==> run_1/metal_stack.png <==
Scale: 4 px per um. Only two layers are drawn.
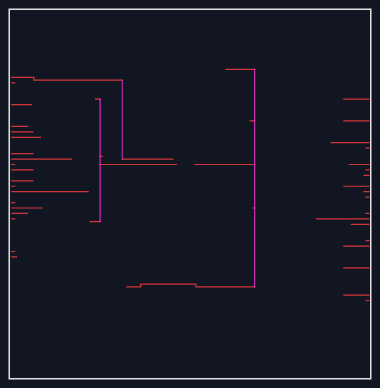
==> run_1/clock_map.png <==
Scale: 6 px per um.
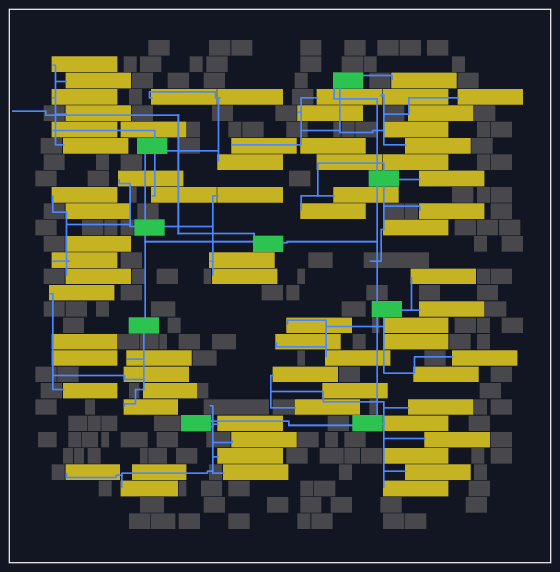
==> run_1/cell_classes.png <==
Scale: 3 px per um. Fill, decap, tap and diode cells in grey.
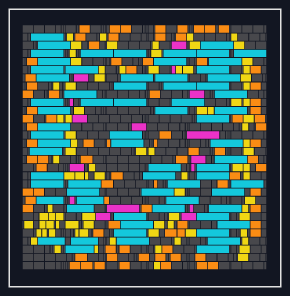
==> run_1/final_placement.png <==
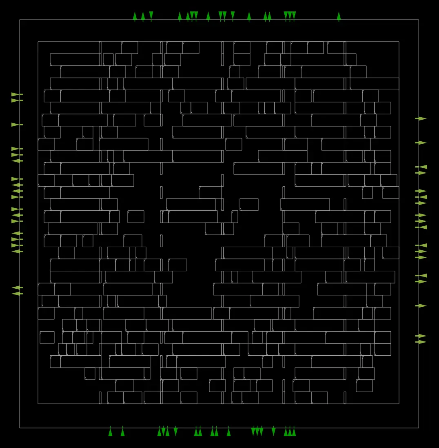
Design pipe_stage_fifo, sky130hd; sources not shown.
==> tab_implementation.tex <==
% Table of physical implementation metrics
\begin{tabular}{lr}
\hline
Metric & Value \\
\hline
\multicolumn{2}{l}{\textbf{Run status}} \\
\quad Outcome & finished, final reports clean \\
\multicolumn{2}{l}{\textbf{Synthesis}} \\
\quad Xor and xnor fraction of the mapped netlist area & 0.0125 \\
\quad Avg Inst Size Synth & 17.1 um2 \\
\quad Register area share after synthesis & 0.741 \\
\quad Cell count listed in synth\_stat.txt & 164 \\
\quad Synth warn & 0 \\
\quad Proportion of register bits with asynchronous set or reset after synthesis & 0.0857 \\
\quad Post-Syn Area & 2800 um2 \\
\quad Simple-Gate Fraction of Synth Area & 0.0953 \\
\quad Net count after synthesis & 202 \\
\quad Combinational family with the most area after synthesis & multiplexers \\
\quad Post-synth area hogs & edfxtp\_1, mux2i\_1, nor2b\_1, dfrtp\_1, buf\_6 \\
\quad Most frequent cell after synthesis & edfxtp\_1 \\
\quad Synth Area in Adders & 0.00447 \\
\quad Post-synthesis instance total & 164 \\
\quad Cell type with the largest total area & edfxtp\_1 \\
\quad Synth cell types & 23 \\
\quad Number of flops mapped to enable cells by yosys & 64 \\
\quad Area figure in the yosys stat output & 2800 um2 \\
\quad MUX share of area & 0.114 \\
\quad Most frequent cells after synthesis & edfxtp\_1, nor2b\_1, mux2i\_1 \\
\quad AO/OA Area Share & 0.00894 \\
\quad Synth top area share & 0.687 \\
\quad Synthesized registers & 70 \\
\quad Leading register cell type out of synthesis & edfxtp\_1 \\
\multicolumn{2}{l}{\textbf{Setup path}} \\
\quad Critical Setup Path Class & flip-flop to output pin \\
\quad Critical Path Start Type & flip-flop \\
\quad Worst path required time & 3.83 ns \\
\quad Worst endpoint data arrival time & 1.99 ns \\
\quad Setup slack, reg-to-reg & 3.25 ns \\
\quad Number of cells on the worst reg-to-reg path & 4 \\
\quad Crit path max fanout & 10 \\
\quad Capturing element type of the critical path & output pin \\
\multicolumn{2}{l}{\textbf{Timing}} \\
\quad Summed negative setup slack over all endpoints & 0 ns \\
\quad Relative max-transition margin & 0.620 \\
\quad Final Hold Slack & 0.582 ns \\
\quad Setup repair after global routing missed its margin & no \\
\quad Slew Viols, Final & 0 \\
\quad Min cycle time layout & 3.26 ns \\
\quad Finish-stage setup viols & 0 \\
\quad Max frequency & 0.307 GHz \\
\quad PnR worst setup slack & 1.84 ns \\
\quad Least-Margin Pin Slew & 0.566 ns \\
\quad Number of failing hold endpoints at the final stage & 0 \\
\quad Share of the cycle needed by the critical path after routing & 0.640 \\
\multicolumn{2}{l}{\textbf{Clock network}} \\
\quad Clk sink count & 70 \\
\quad Buffer type at the clock tree root & clkbuf\_8 \\
\quad Total setup buffers inserted after CTS & 0 \\
\quad CTS hold repair buffers & 0 \\
\quad Number of H-tree branching levels & 3 \\
\quad Buffer depth of the longest clock path & 2 \\
\quad Number of buffers added by the clock tree synthesis step & 9 \\
\quad CTS clock-pin slew for the worst setup and hold paths & 0.06 ns \\
\quad Clock tree from TritonCTS & built \\
\quad Number of cells upsized or downsized after cts & 0 \\
\multicolumn{2}{l}{\textbf{Drt}} \\
\quad Detailed-router iteration count before antenna repair & 4 \\
\quad \# DRC & 0 \\
\quad Antenna Violating Nets Remaining & 0 \\
\quad Drt first-iter violations & 51 \\
\quad Vias per inst & 4.69 \\
\multicolumn{2}{l}{\textbf{Final layout}} \\
\quad Area growth from synthesis to final layout & 38.9\% \\
\quad Max FFs per register & 64 \\
\quad Leading cell type in the layout, fill and taps excluded & clkdlybuf4s50\_1 \\
\quad Fraction of final layout cells with drive strength greater than 1 & 0.101 \\
\quad Number of inserted diodes & 0 \\
\quad Commonest non-fill, non-tap cells in the layout & clkdlybuf4s50\_1, edfxtp\_1, nor2b\_1, mux2i\_1 \\
\quad Total number of nets in the final design & 290 \\
\multicolumn{2}{l}{\textbf{Global route}} \\
\quad Wire length of the first global-routing pass & 7450 um \\
\quad Initial antenna violation count & 0 \\
\quad Pin count of the biggest net entering global routing & 13 \\
\quad GR Overflow Total & 0 \\
\quad Vias in the first global route & 1,534 \\
\multicolumn{2}{l}{\textbf{Power}} \\
\quad Pwr/cell area & 373 nW/um2 \\
\quad Static leakage power & 0.00130 uW \\
\quad Max IR drop VDD & 0.155 mV \\
\quad Relative contribution of sequential cells to total power & 0.470 \\
\quad Design internal power & 1100 uW \\
\quad Switching power summed over all nets & 352 uW \\
\quad Combinational share of power & 0.215 \\
\quad Switching portion of total power & 0.243 \\
\multicolumn{2}{l}{\textbf{Flow run}} \\
\quad Tool warning count & 26 \\
\quad Max Cap Viol & 0 \\
\multicolumn{2}{l}{\textbf{Place}} \\
\quad Global placer's final weighted congestion & 0.678 \\
\quad Worst slack, placed & 1.97 ns \\
\quad HPWL after detailed placement & 3590 um \\
\quad Number of buffer cells added on primary ports & 71 \\
\multicolumn{2}{l}{\textbf{Floorplanning}} \\
\quad Vertical die dimension & 92 um \\
\quad Die width & 90 um \\
\quad Num ports & 73 \\
\quad Area of the chip & 8280 um2 \\
\quad Starting Density & 0.421 \\
\multicolumn{2}{l}{\textbf{Min path}} \\
\quad Class of the most critical hold timing path & flip-flop to flip-flop \\
\quad Instance count along the most critical hold path & 2 \\
\hline
\end{tabular}
Notes on metal_stack.png above:
met3: shown in red, wire length 284 um. met4: shown in magenta, wire length 105 um.
via total after detailed routing: 1,580
total track usage: 0.121
final WL: 4890 um
Avg WL per Cell: 14.5 um

Notes on clock_map.png above:
clock wires: shown in blue, length 760 um. flip-flops: shown in yellow, count 70. cells driving clock nets: shown in green, count 9.
There are 10 routed clock nets. Position of the flops: all over the die.
part of the total power dissipated in the clock network: 0.315
reported clock group power: 456 uW
insertion delay of the later-clocked pin in the worst-skew pair: 0.34 ns
Worst Skew: 0.00730 ns

Notes on cell_classes.png above:
other buffers and delay cells: shown in orange, cells 85, share of their area 22%. all other logic: shown in yellow, cells 86, share of their area 18%. flip-flops: shown in cyan, cells 70, share of their area 55%. clock drivers and dummy loads: shown in magenta, cells 16, share of their area 5.4%.
utilization after layout: 0.585
total number of placement rows: 30

Notes on final_placement.png above:
non-filler instance count after layout: 337
count of flip-flops and latches: 70
number of inserted filler cells in the final layout: 527
floorplan core area: 6640 um2
sequential share of cell area: 0.533

-- run 1: cell type report --
| cell class | instances | area, um2 |
|---|---|---|
| repair buffers | 77 | 774 |
| multi-input cells | 85 | 669 |
| clock buffers | 10 | 128 |
| plain buffers | 8 | 61.3 |
| flip-flops and latches | 70 | 2070 |
| fillers | 527 | 2760 |
| clock inverters | 6 | 76.3 |
| inverters | 1 | 3.75 |
| well taps | 80 | 100 |
-- run 1: kinds of logic (layout without fill, tap and decap cells) --
group                      Yosys count  after routing
buffers and inverters                9            102
and+or+nand+nor                     44             44
adders and majority gates            1              1
DFF                                 70             70
muxes                               32             32
xor gates and xnor gates             4              4
AOI/OAI and AO/OA                    4              4
-- run 1: stage by stage --
stage	std cells	power (uW)	area [um2]
floorplan	164	864	2800
global placement	315	1000	3610
detailed placement	321	1010	3680
CTS	337	1470	3890
global route	337	1510	3890
finish	337	1450	3890
-- run 1: routing by layer --
layer / part of all wire / global-route usage / routed length, um
met5: 0 / 0 / 0
met4: 0.021 / 0.0612 / 104
met3: 0.058 / 0.0459 / 284
met2: 0.50 / 0.209 / 2450
met1: 0.42 / 0.130 / 2050
-- run 1: power by group through the flow --
stage                     logic (uW)  clock network [uW]  registers [uW]
final                            311                 456             680
after floorplan                  166                   0             698
after CTS                        317                 468             681
after global routing             334                 493             684
after detailed placement         316                   0             693
after global placement           305                   0             695
-- run 1: critical path, stage by stage (launching register included) --
cell and delay (ns):
dfrtp_1 0.46, clkbuf_1 0.36, nor2b_1 0.22, clkdlybuf4s50_1 0.62
Power figures rest on the tool's default switching activity, not on a simulated workload.
